[src/rtl/cadence_pkg.sv]
// Shared types and constants for the cadence measurement stage.
// Latency: n/a (declarations only).
// Backpressure: n/a (declarations only).
package cadence_pkg;

  localparam int PER_W = 24;
  localparam int SCL_W = 8;

  localparam logic [PER_W-1:0] TMO_FAST = 24'h00_8000;
  localparam logic [PER_W-1:0] TMO_FULL = 24'hFF_FFFF;
  localparam logic [PER_W-1:0] CNT_MAX  = 24'hFF_FFFF;
  localparam logic [SCL_W-1:0] SCL_SAT  = 8'hFF;

  typedef enum logic [1:0] {
    IDLE  = 2'd0,
    FIRST = 2'd1,
    RUN   = 2'd2
  } state_t;

  // Reduce a raw clock count to the 8-bit period reported downstream.
  // The fast variant keeps low-order bits so short simulated periods stay
  // visible, and saturates when anything above that window is set.
  function automatic logic [SCL_W-1:0] scale_per(input logic [PER_W-1:0] c,
                                                 input logic fast);
    logic [SCL_W-1:0] r;
    if (fast) begin
      r = (|c[23:15]) ? SCL_SAT : c[14:7];
    end else begin
      r = c[23:16];
    end
    return r;
  endfunction

endpackage

[src/rtl/cadence_meas_if.sv]
// Bundle of the cadence pulse input and the measured period outputs.
// Latency: n/a (wiring only).
// Backpressure: none; outputs are strobed, the consumer must sample on per_vld.
interface cadence_meas_if;
  import cadence_pkg::*;

  logic             cadence_rise;
  logic [SCL_W-1:0] cadence_per;
  logic [SCL_W-1:0] cadence_avg;
  logic             per_vld;
  logic             not_pedaling;

  // Upstream side: drives the pulse, observes the measurement.
  modport master (
    output cadence_rise,
    input  cadence_per,
    input  cadence_avg,
    input  per_vld,
    input  not_pedaling
  );

  // Measurement side: consumes the pulse, produces the measurement.
  modport slave (
    input  cadence_rise,
    output cadence_per,
    output cadence_avg,
    output per_vld,
    output not_pedaling
  );

endinterface

[src/rtl/cadence_avg4.sv]
// Four-slot history of scaled periods and its truncated mean.
// Latency: slots update on the clock edge, average is combinational from the slots.
// Backpressure: none; one update accepted every cycle.
module cadence_avg4
  import cadence_pkg::*;
(
  input  logic             clk,
  input  logic             rst,
  input  logic             load_all,
  input  logic             shift,
  input  logic             fill_ff,
  input  logic [SCL_W-1:0] din,
  output logic [SCL_W-1:0] avg
);

  logic [SCL_W-1:0] slot_q [4];
  logic [SCL_W-1:0] slot_d [4];
  logic [9:0]       sum;

  // Next slot contents: stop-fill beats a fresh start, which beats a shift.
  always_comb begin
    for (int i = 0; i < 4; i++) begin
      slot_d[i] = slot_q[i];
    end
    if (fill_ff) begin
      for (int i = 0; i < 4; i++) begin
        slot_d[i] = SCL_SAT;
      end
    end else if (load_all) begin
      for (int i = 0; i < 4; i++) begin
        slot_d[i] = din;
      end
    end else if (shift) begin
      slot_d[0] = din;
      slot_d[1] = slot_q[0];
      slot_d[2] = slot_q[1];
      slot_d[3] = slot_q[2];
    end
  end

  // Slot registers; reset to the "stopped" value so the mean reads FF.
  always_ff @(posedge clk) begin
    if (rst) begin
      for (int i = 0; i < 4; i++) begin
        slot_q[i] <= SCL_SAT;
      end
    end else begin
      for (int i = 0; i < 4; i++) begin
        slot_q[i] <= slot_d[i];
      end
    end
  end

  // Ten bits hold four 8-bit values without overflow; drop two bits to divide.
  always_comb begin
    sum = {2'b00, slot_q[0]} + {2'b00, slot_q[1]}
        + {2'b00, slot_q[2]} + {2'b00, slot_q[3]};
    avg = sum[9:2];
  end

endmodule

[src/rtl/cadence_meas.sv]
// Measures clocks between cadence rises, reports scaled period, mean and stop flag.
// Latency: 1 cycle from a sampled rise to per_vld/cadence_per/cadence_avg.
// Backpressure: none; every rise is accepted, including back-to-back rises.
module cadence_meas
  import cadence_pkg::*;
#(
  parameter bit FAST_SIM = 1'b1
) (
  input  logic           clk,
  input  logic           rst,
  cadence_meas_if.slave  bus
);

  localparam logic [PER_W-1:0] TMO = FAST_SIM ? TMO_FAST : TMO_FULL;

  logic [PER_W-1:0] cnt_q, cnt_d;
  state_t           state_q, state_d;
  logic [SCL_W-1:0] per_q, per_d;
  logic             vld_q, vld_d;
  logic             np_q, np_d;

  logic             rise;
  logic             tmo;
  logic [SCL_W-1:0] scaled;
  logic             load_all;
  logic             shift;
  logic             fill_ff;
  logic [SCL_W-1:0] avg;

  assign rise   = bus.cadence_rise;
  assign tmo    = (cnt_q == TMO);
  assign scaled = scale_per(cnt_q, FAST_SIM);

  // Period counter: restart at 1 on a rise, otherwise count up and stick at max.
  always_comb begin
    cnt_d = cnt_q;
    if (rise) begin
      cnt_d = 24'd1;
    end else if (cnt_q != CNT_MAX) begin
      cnt_d = cnt_q + 24'd1;
    end
  end

  // FSM next state and per-cycle controls; a rise takes priority over timeout.
  always_comb begin
    state_d  = state_q;
    per_d    = per_q;
    vld_d    = 1'b0;
    load_all = 1'b0;
    shift    = 1'b0;
    fill_ff  = 1'b0;
    case (state_q)
      IDLE: begin
        if (rise) begin
          state_d = FIRST;
        end
      end
      FIRST: begin
        if (rise) begin
          state_d  = RUN;
          per_d    = scaled;
          vld_d    = 1'b1;
          load_all = 1'b1;
        end else if (tmo) begin
          state_d = IDLE;
        end
      end
      RUN: begin
        if (rise) begin
          per_d = scaled;
          vld_d = 1'b1;
          shift = 1'b1;
        end else if (tmo) begin
          state_d = IDLE;
          per_d   = SCL_SAT;
          fill_ff = 1'b1;
        end
      end
      default: begin
        state_d = IDLE;
      end
    endcase
    np_d = (state_d != RUN);
  end

  // Registered state, counter and outputs.
  always_ff @(posedge clk) begin
    if (rst) begin
      state_q <= IDLE;
      cnt_q   <= '0;
      per_q   <= SCL_SAT;
      vld_q   <= 1'b0;
      np_q    <= 1'b1;
    end else begin
      state_q <= state_d;
      cnt_q   <= cnt_d;
      per_q   <= per_d;
      vld_q   <= vld_d;
      np_q    <= np_d;
    end
  end

  cadence_avg4 u_avg4 (
    .clk      (clk),
    .rst      (rst),
    .load_all (load_all),
    .shift    (shift),
    .fill_ff  (fill_ff),
    .din      (scaled),
    .avg      (avg)
  );

  assign bus.cadence_per  = per_q;
  assign bus.cadence_avg  = avg;
  assign bus.per_vld      = vld_q;
  assign bus.not_pedaling = np_q;

endmodule

[src/flat_wrapper.sv]
// flat-port wrapper written by rule: the top's interface ports become plain ports
module cadence_meas_flat import cadence_pkg::*;
#(
  parameter bit FAST_SIM = 1'b1
)
  (clk, rst, bus_cadence_rise, bus_cadence_per, bus_cadence_avg, bus_per_vld, bus_not_pedaling);
  cadence_meas_if bus_i ();
  input  logic clk;
  input  logic rst;
  input wire logic [$bits(bus_i.cadence_rise)-1:0] bus_cadence_rise;
  output wire logic [$bits(bus_i.cadence_per)-1:0] bus_cadence_per;
  output wire logic [$bits(bus_i.cadence_avg)-1:0] bus_cadence_avg;
  output wire logic [$bits(bus_i.per_vld)-1:0] bus_per_vld;
  output wire logic [$bits(bus_i.not_pedaling)-1:0] bus_not_pedaling;
  assign bus_i.cadence_rise = bus_cadence_rise;
  assign bus_cadence_per = bus_i.cadence_per;
  assign bus_cadence_avg = bus_i.cadence_avg;
  assign bus_per_vld = bus_i.per_vld;
  assign bus_not_pedaling = bus_i.not_pedaling;
  cadence_meas #(.FAST_SIM(FAST_SIM)) u_core (.clk(clk), .rst(rst), .bus(bus_i));
endmodule
[config.mk]
export PLATFORM = sky130hd
export DESIGN_NAME = cadence_meas_flat
export DESIGN_NICKNAME = d
export VERILOG_FILES = /design/src/rtl/cadence_pkg.sv /design/src/rtl/cadence_meas_if.sv /design/src/rtl/cadence_avg4.sv /design/src/rtl/cadence_meas.sv /design/src/flat_wrapper.sv
export SDC_FILE = /design/constraint.sdc
export NUM_CORES = 1
export LEC_CHECK = 0
export ABC_AREA = 1
export CAP_MARGIN = 10
export CORE_UTILIZATION = 50
export CTS_CLUSTER_SIZE = 28
export DETAILED_ROUTE_END_ITERATION = 10
export PLACE_DENSITY = 0.77
export SETUP_SLACK_MARGIN = 0.15
export SLEW_MARGIN = 40
export SYNTH_ARGS = -nofsm -noshare
export SYNTH_HDL_FRONTEND = slang
export SYNTH_SLANG_ARGS = --single-unit
[constraint.sdc]
create_clock -name clk -period 4.3 [get_ports clk]
set_input_delay 1.075 -clock clk [delete_from_list [all_inputs] [get_ports clk]]
set_output_delay 1.075 -clock clk [all_outputs]
set_load 0.02 [all_outputs]
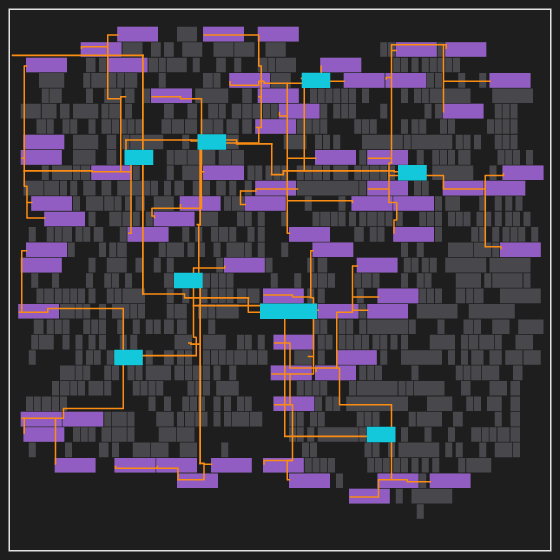
*Clock wires, drivers and flops*
flip-flops -> purple  # count 68
clock wires -> orange  # length 979 um
cells driving clock nets -> cyan  # count 9
flops lie = widely spread
Clock group: 0.000599 W
clock skew: 0.01051 ns
Clock power frac: 28.7%
Worst-Skew Late Latency: 0.36 ns

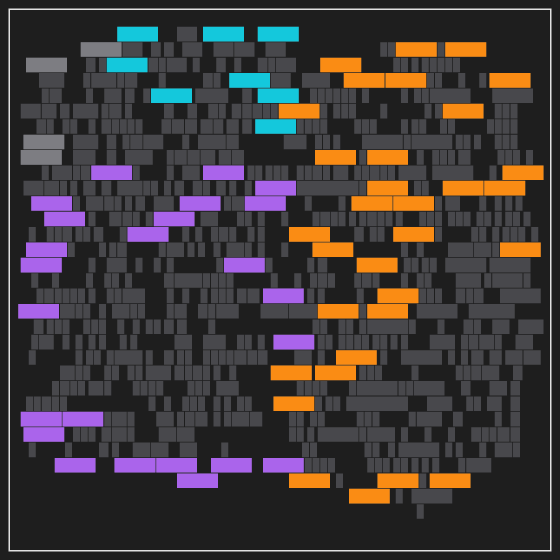
*Register map, names as in the netlist*
Other sequential cells in the stronger grey, the rest of the logic in the fainter grey.
u_core.u_avg4.slot_q -> orange  # flops 32
u_core.cnt_q -> purple  # flops 24
u_core.bus.cadence_per -> cyan  # flops 8, where top middle
not coloured = 4

==> Slide: Implementation Results <==
Physical Implementation Snapshot

Layout
  • Filler cells: 794
  • Post-route cell area: roughly 4900 um^2
  • Largest cell class: logic gates
  • Non-clk buf share: a little over 4%
  • Top cell excl fill/tap: nand2_1

Pwr
  • Pint: about 0.0013 W
  • Seq pwr: roughly 0.00071 W
  • Comb group: roughly 0.00077 W
  • Sw frac: around 37%
  • Psw: a little under 0.0008 W

Detailed routing
  • Routed Antenna Nets: 0
  • Top routing layer used: met4
  • Met3 WL: between 300 and 400 um
  • Wire length on met1: about 4400 um
  • Post-route DRC: 0
  • Initial DRC Count: 209

Worst setup path
  • CP Max Fanout: 5
  • Crit-path leading delay family: adder cells
  • Worst R2R Path Depth: 10
  • Crit path launch: u_core.u_avg4.slot_q[2][5]
  • Worst setup SP type: flop
  • Max stage delay cell, worst path: fa_1

Synth
  • Xor/xnor share: under 10%
  • Cell area leaders: dfxtp_1 31%, nand2_1 20%, nor2_1 8.5%
  • Flip-flops with a built-in enable: 0
  • Yosys cell count: roughly 670
  • Aoi share: 4.247%
  • Adder-Cell Fraction of Synth Area: between 10% and 20%
  • Commonest flop: dfxtp_1
  • Post-synth top area cell: dfxtp_1
  • Avg Cell Area, Syn: roughly 6.5 um^2
  • Area fraction in mux cells: 0%
  • Cell Type Count: 33
  • Cell count after synthesis: between 600 and 700
  • Syn Nets: 698
  • Post-synth area from yosys stat: 4360 um^2

Timing
  • Minimum clock period: around 4 ns
  • Post-Route Setup TNS: 0 ns
  • Fin worst setup slack: approximately 0.24 ns
  • RSZ-0062 raised after global routing: true
  • Hold WS: 0.4637 ns
  • Fin crit share: 94.32%

Status
  • Status: complete, no violations

Min path
  • Cell depth of the worst min-delay path: 2
  • HP Class: reg -> reg

Floorplan
  • Tap Count: 105
  • Total core area: between 8000 and 9000 um^2
  • Die span in x: around 95 um
  • FP Util: between 50% and 60%

Global routing
  • Total grt overflow: 0
  • Number of global-route vias before repair: ~3,700
  • Gr busiest metal: met2
  • Met3 Usage GRT: under 10%

CTS
  • CTS resizes: 8
  • Reg clk slew, reported paths: 0.08 ns
  • Root Buffer: clkbuf_8
  • CTS tree: done

Placed design
  • Placed Cells incl. Taps: between 700 and 800
  • Hpwl dp: 7308 um
  • Gpl congestion: approximately 0.97
  • # port buffers: 20
  • Placed Area: 4638 um^2

Flow run
  • Tool Warnings: 32
Power and IR drop assume default switching activity.
